### Wiring heat map, run 1

Scale: 4 px per um. The die is cut into 21 by 21 equal tiles; white is low, dark blue is high, scaled to the fullest tile. Values are wire area over tile area, all layers added.
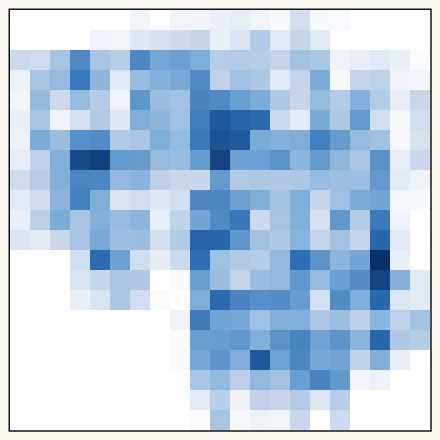
### Wires at chosen ports, followed through buffers, run 1

Scale: 4 px per um.
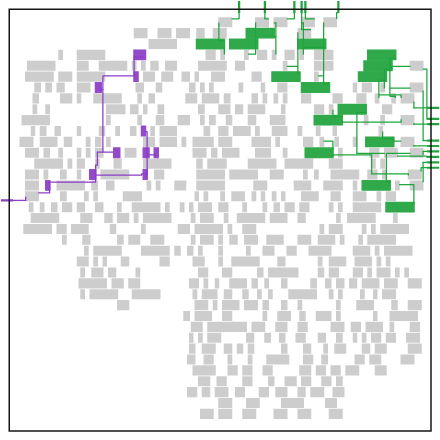
### Routing congestion map, run 1

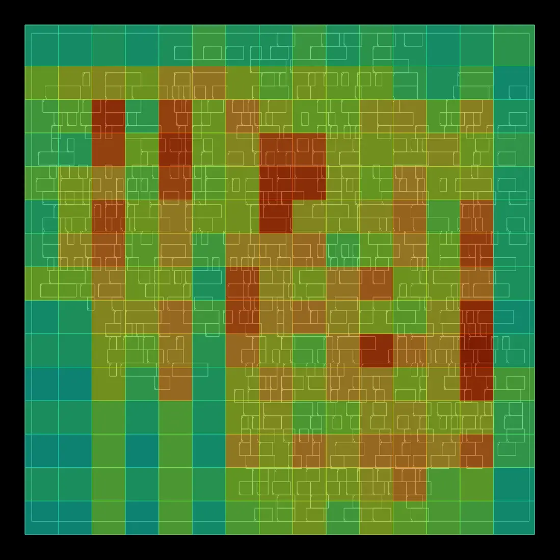
Design coarse_gain_ctrl_flat, sky130hd; sources not shown.
==> metrics.csv, run 1 <==
stage,metric,value,unit
synthesis,Yosys Warn Count,6,
layout,Syn-to-layout area delta,20.5,%
synthesis,ys flop type,dfxtp_1,
drt,DR DRC count,0,
cts,worst skew pair latency,0.31,ns
layout,logic area,0.00228,mm2
synthesis,average size of a mapped cell,7.98,um2
critical_path,worst-path cell chain,"clkdlybuf4s50_1, inv_1, ha_1, or3b_1, buf_4, or4_1, a21oi_1, ha_1, nor2b_1, nand3_1, a211oi_2, o211ai_1, a31oi_4, buf_12, mux2i_1",
synthesis,"top cells, area","dfxtp_1, nand2_1, ha_1",
floorplanning,total die size,0.0110,mm2
place,Placed Cells,616,
critical_path,Critical Path Start Type,input port,
final_timing,fin crit share,91.5,%
floorplanning,Rows,37,
layout,most frequent logic cell in the layout,nand2_1,
synthesis,Mapped Nets,480,
critical_path,CP dominant cell by count,ha_1,
global_routing,gr ovfl total,0,
layout,nets@finish,528,
final_timing,Slew HR,49.0,%
layout,# diodes,0,
layout,share of cells above drive strength 1,9.02,%
layout,filler cell count,1268,
critical_path,peak fanout along the critical path,15,
run,tool warnings,28,
drt,drt initial violations,87,
cts,CTS tree,yes,
cts,Sink Count,52,
drt,post-DR vias/cell,5.18,
final_timing,Hold Fails Final Rpt,0,
power,Pwr Density,215,mW/mm2
layout,FF/Latch Area,0.00104,mm2
power,Max IR drop VDD,0.000102,V
synthesis,Yosys Instances,439,
final_timing,final setup violation count,0,
place,DPL Wire Length,7.22,mm
cts,Clock Path Buffers,2,
critical_path,max incr delay on CP,0.47,ns
critical_path,slowest CP cell,or4_1,
floorplanning,Die Span Y,105,um
layout,Final Cell Area,0.00422,mm2
cts,H-Tree Level Count,2,
synthesis,most common cell in the netlist,nand2_1,
global_routing,first-pass GRT wire length,15.7,mm
final_timing,Max Freq,225,MHz
cts,CTS resizes,0,
synthesis,synthesized cell area,0.00350,mm2
critical_path,cells on worst reg2reg path,7,
cts,Clock transition at path regs,0.09,ns
global_routing,vias in the first global route,3348,
outcome,status,"complete, no violations",
layout,most frequent cells in the layout,"nand2_1, dfxtp_1, clkdlybuf4s50_1",
cts,post-CTS setup buffers,0,
critical_path,crit path kind,in -> reg,
run,maximum capacitance violations,0,
critical_path,WP data required,4.94,ns
synthesis,Cells after Synth,439,
layout,post-route insts no fill,624,
place,DP Area,0.00412,mm2
floorplanning,Floorplan Utilization,33.9,%
drt,ANT nets after route,0,
global_routing,initial antenna violation count,0,
final_timing,Worst Hold Slack,0.313,ns
critical_path,Setup crit end kind,register,
cts,TritonCTS buffer count,5,
final_timing,Max Slew Vio Count,0,
synthesis,asr flop ratio synth,0,%
drt,first drt pass iteration count,4,
synthesis,"EDFF count, synth",0,
synthesis,Yosys reg bits,52,
worst_hold_path,HP Class,reg -> reg,
synthesis,Post-synth seq share,29.7,%
synthesis,yosys synthesis chip area,0.00350,mm2
critical_path,WP data arrival,4.53,ns
final_timing,setup TNS,0,ns
synthesis,Distinct lib cells used,68,
synthesis,cell taking the most area after synthesis,dfxtp_1,
global_routing,largest net degree at the start of global routing,24,
synthesis,top cells by instance count after synthesis,"nand2_1, dfxtp_1, nor2_1",
final_timing,Final min period,4.44,ns
final_timing,Slew @ Worst Pin,0.761,ns
synthesis,top area contributor share,29.7,%
floorplanning,placeable core area,0.0103,mm2
final_timing,unrepaired setup endpoints after global routing,false,
power,Leak,1.57,nW
worst_hold_path,hold path depth,2,
critical_path,FF-to-FF setup slack,2.18,ns
cts,clock root buffer,clkbuf_8,
floorplanning,die width,105,um
cts,hold_buf cts,0,
place,Final GP Congestion,0.812,
Back to the opening pictures, 'Wiring heat map':
mean over tiles: 0.13
fullest tile: 0.44
tiles over half the peak: 21%
nearly empty tiles: 22%
emptiest ninth of the die: bottom left
total track usage: 17.4%
Post-Route WL: 9.15 mm
via count: 3234
wire per inst: 14.7 um

Back to the opening pictures, 'Wires at chosen ports, followed through buffers':
[peak_o] green | direction: output | edge: 9 right, 6 top | end cells: 15 | buffers: 15 | wire: 293 um
[auto_en_i] purple | direction: input | edge: left | end cells: 10 | buffers: 1 | wire: 95.5 um
number of port buffers: 42
IO Count: 43

Back to the opening pictures, 'Routing congestion map':
met3 Resource Use GR: 3.37%
met2 usage in global routing: 31.0%
final core occ: 40.9%
routing usage on met1: 21.0%
Most Crowded Layer GR: met2

## run 1: kinds of logic (layout without fill, tap and decap cells)
group	after synthesis	after routing	synth area share [%]
xor+xnor	24	24	6.00
mux	19	19	5.57
compound gates	94	94	20.3
buf+inv	40	89	5.82
simple gates	191	191	25.9
fa+ha+maj	19	19	6.71
flops	52	52	29.7
## run 1: routing by layer
metal / share of wire, % / up-vias
met3: 2.7 / 15
met2: 50 / 40
met4: 1.6 / 0
met1: 46 / 1547
met5: 0 / -
li1: - / 1632
## run 1: power by group
part | total (mW) | switching [mW] | leakage (nW) | internal (mW)
sequential | 0.446 | 0.0129 | 0.421 | 0.433
combinational | 0.203 | 0.111 | 1.10 | 0.0917
clock | 0.258 | 0.142 | 0.0455 | 0.117
total | 0.907 | 0.266 | 1.57 | 0.642
## run 1: worst max-delay path, delay by kind of cell
kind	cells	cell delay, ns
multiplexers	1	0.21
AND-OR/OR-AND	4	0.93
AND/OR/NAND/NOR	4	1.14
buffers and inverters	4	0.91
adder cells (fa/ha/maj)	2	0.37
## run 1: stage by stage
step	util [%]	power (mW)	setup WS, ns
after floorplan	-	0.589	0.380
after global placement	39.9	0.652	0.217
after detailed placement	39.9	0.658	0.0318
after CTS	40.7	0.920	0.357
after global routing	40.9	0.959	0.106
final	40.9	0.907	0.410
## run 1: cell type report
cell class	instances	share of cell area, %
clock buffers	8	2.13
inverters	22	1.96
multi-input cells	347	53.9
flip-flops and latches	52	24.7
well taps	136	4.03
repair buffers	59	13.3
## Run 2: what changed since run 1
TNS_END_PERCENT = 5   (was not set)
### Gate-type map, run 2

Scale: 4 px per um.
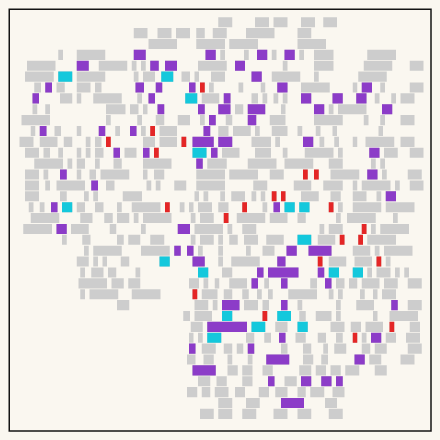
[aoi and oai cells] purple | cells: 77 | most used: a21oi_1 | where: spread over the die
[inv cells] red | cells: 22 | most used: inv_1
[non-inverting ao/oa cells] cyan | cells: 17 | most used: a21o_1
combinational share of cell area: 53.9%
most frequent logic cell in the layout: nand2_1
post-route insts no fill: 624

### Routing congestion map, run 2

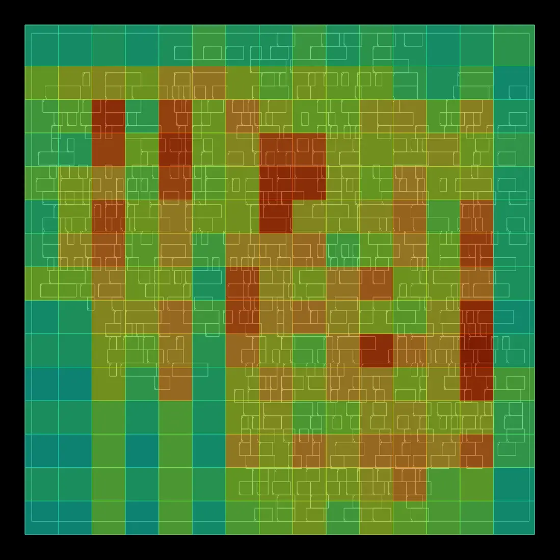

==> metrics.csv, run 2 <==
stage,metric,value,unit
layout,Syn-to-layout area delta,20.5,%
synthesis,asr flop ratio synth,0,%
synthesis,yosys synthesis chip area,0.00350,mm2
power,clock power share,28.5,%
floorplanning,IO Count,43,
floorplanning,placeable core area,0.0103,mm2
critical_path,cells on worst reg2reg path,7,
cts,H-Tree Level Count,2,
final_timing,Hold Fails Final Rpt,0,
cts,Clock Path Buffers,2,
drt,Post-Route WL,9.15,mm
worst_hold_path,HP Class,reg -> reg,
place,post-place setup slack,0.0318,ns
final_timing,unrepaired setup endpoints after global routing,false,
final_timing,fin crit share,91.5,%
synthesis,simple-gate share of the synthesized area,25.9,%
global_routing,largest net degree at the start of global routing,24,
critical_path,WP data required,4.94,ns
synthesis,Mapped Nets,480,
cts,hold_buf cts,0,
cts,CTS resizes,0,
synthesis,top area contributor share,29.7,%
floorplanning,die width,105,um
final_timing,setup TNS,0,ns
power,Leak,1.57,nW
synthesis,top cells by instance count after synthesis,"nand2_1, dfxtp_1, nor2_1",
critical_path,WP data arrival,4.53,ns
cts,post-CTS setup buffers,0,
synthesis,mux share,5.57,%
critical_path,crit path kind,in -> reg,
layout,logic area,0.00228,mm2
drt,via count,3234,
floorplanning,Floorplan Utilization,33.9,%
drt,DR DRC count,0,
power,Sw Pwr,0.266,mW
global_routing,initial antenna violation count,0,
synthesis,most common cell in the netlist,nand2_1,
final_timing,Max Slew Vio Count,0,
layout,share of cells above drive strength 1,9.02,%
drt,first drt pass iteration count,4,
run,tool warnings,28,
power,Tot Pwr,0.907,mW
drt,wire per inst,14.7,um
synthesis,"EDFF count, synth",0,
final_timing,final setup violation count,0,
power,combinational group share of total power,22.4,%
drt,post-DR vias/cell,5.18,
worst_hold_path,hold path depth,2,
final_timing,Final min period,4.44,ns
power,Pwr Density,215,mW/mm2
critical_path,FF-to-FF setup slack,2.18,ns
synthesis,yosys aoi share,20.3,%
drt,ANT nets after route,0,
global_routing,total track usage,17.4,%
synthesis,"top cells, area","dfxtp_1, nand2_1, ha_1",
layout,filler cell count,1268,
synthesis,Yosys reg bits,52,
synthesis,synthesized cell area,0.00350,mm2
layout,most frequent cells in the layout,"nand2_1, dfxtp_1, clkdlybuf4s50_1",
layout,final core occ,40.9,%
critical_path,Setup crit end kind,register,
synthesis,main logic family after synthesis,simple AND/OR/NAND/NOR gates,
cts,CTS tree,yes,
floorplanning,Die Span Y,105,um
final_timing,Worst Hold Slack,0.313,ns
global_routing,first-pass GRT wire length,15.7,mm
synthesis,Cells after Synth,439,
synthesis,Yosys Instances,439,
outcome,status,"complete, no violations",
cts,clock root buffer,clkbuf_8,
layout,# diodes,0,
synthesis,Distinct lib cells used,68,
synthesis,Post-synth seq share,29.7,%
power,sw frac,29.3,%
synthesis,average size of a mapped cell,7.98,um2
final_timing,final worst slack,0.410,ns
layout,FF/Latch Area,0.00104,mm2
synthesis,Yosys Warn Count,6,
synthesis,Adders+Majority by Area,6.71,%
final_timing,Slew @ Worst Pin,0.761,ns
global_routing,vias in the first global route,3348,
run 2: cell counts after synthesis:
Identical to the previous run, type by type.
run 2: cell type report:
type	instances	share of cell area (%)
Sequential cell	52	24.7
Inverter	22	1.96
Tap cell	136	4.03
Multi-Input combinational cell	347	53.9
Clock buffer	8	2.13
Timing Repair Buffer	59	13.3
run 2: logic make-up (layout without fill, tap and decap cells):
kind of cell,count (synthesis),after routing
compound gates,94,94
xor+xnor,24,24
fa+ha+maj,19,19
buf+inv,40,89
flops,52,52
mux,19,19
simple gates,191,191
run 2: through the flow:
stage | cell area [um2] | cells
after floorplan | 3500 | 439
after detailed placement | 4120 | 616
after CTS | 4210 | 624
after global routing | 4220 | 624
final | 4220 | 624
after global placement | 4120 | 616
run 2: power groups by stage:
stage	Clock, mW	Sequential, mW	Combinational, mW
finish	0.258	0.446	0.203
detailed placement	0	0.456	0.202
floorplan	0	0.459	0.130
global placement	0	0.456	0.195
CTS	0.270	0.446	0.203
global route	0.285	0.448	0.225
run 2: per-layer routing:
metal	wire length (um)	vias to the layer above	GRT usage (%)	part of all wire, %
met5	0	-	0	0
met4	149	0	5.23	1.6
met3	248	15	3.37	2.7
met2	4530	40	31.0	50
met1	4220	1547	21.0	46
li1	-	1632	-	-
run 2: critical path: stages:
cell,delay [ns]
clkdlybuf4s50_1,0.44
inv_1,0.09
ha_1,0.16
or3b_1,0.38
buf_4,0.19
or4_1,0.47
a21oi_1,0.22
ha_1,0.21
nor2b_1,0.18
nand3_1,0.11
a211oi_2,0.33
o211ai_1,0.19
a31oi_4,0.19
buf_12,0.19
mux2i_1,0.21
No activity file was given, so power comes from the tool's default toggle rates.
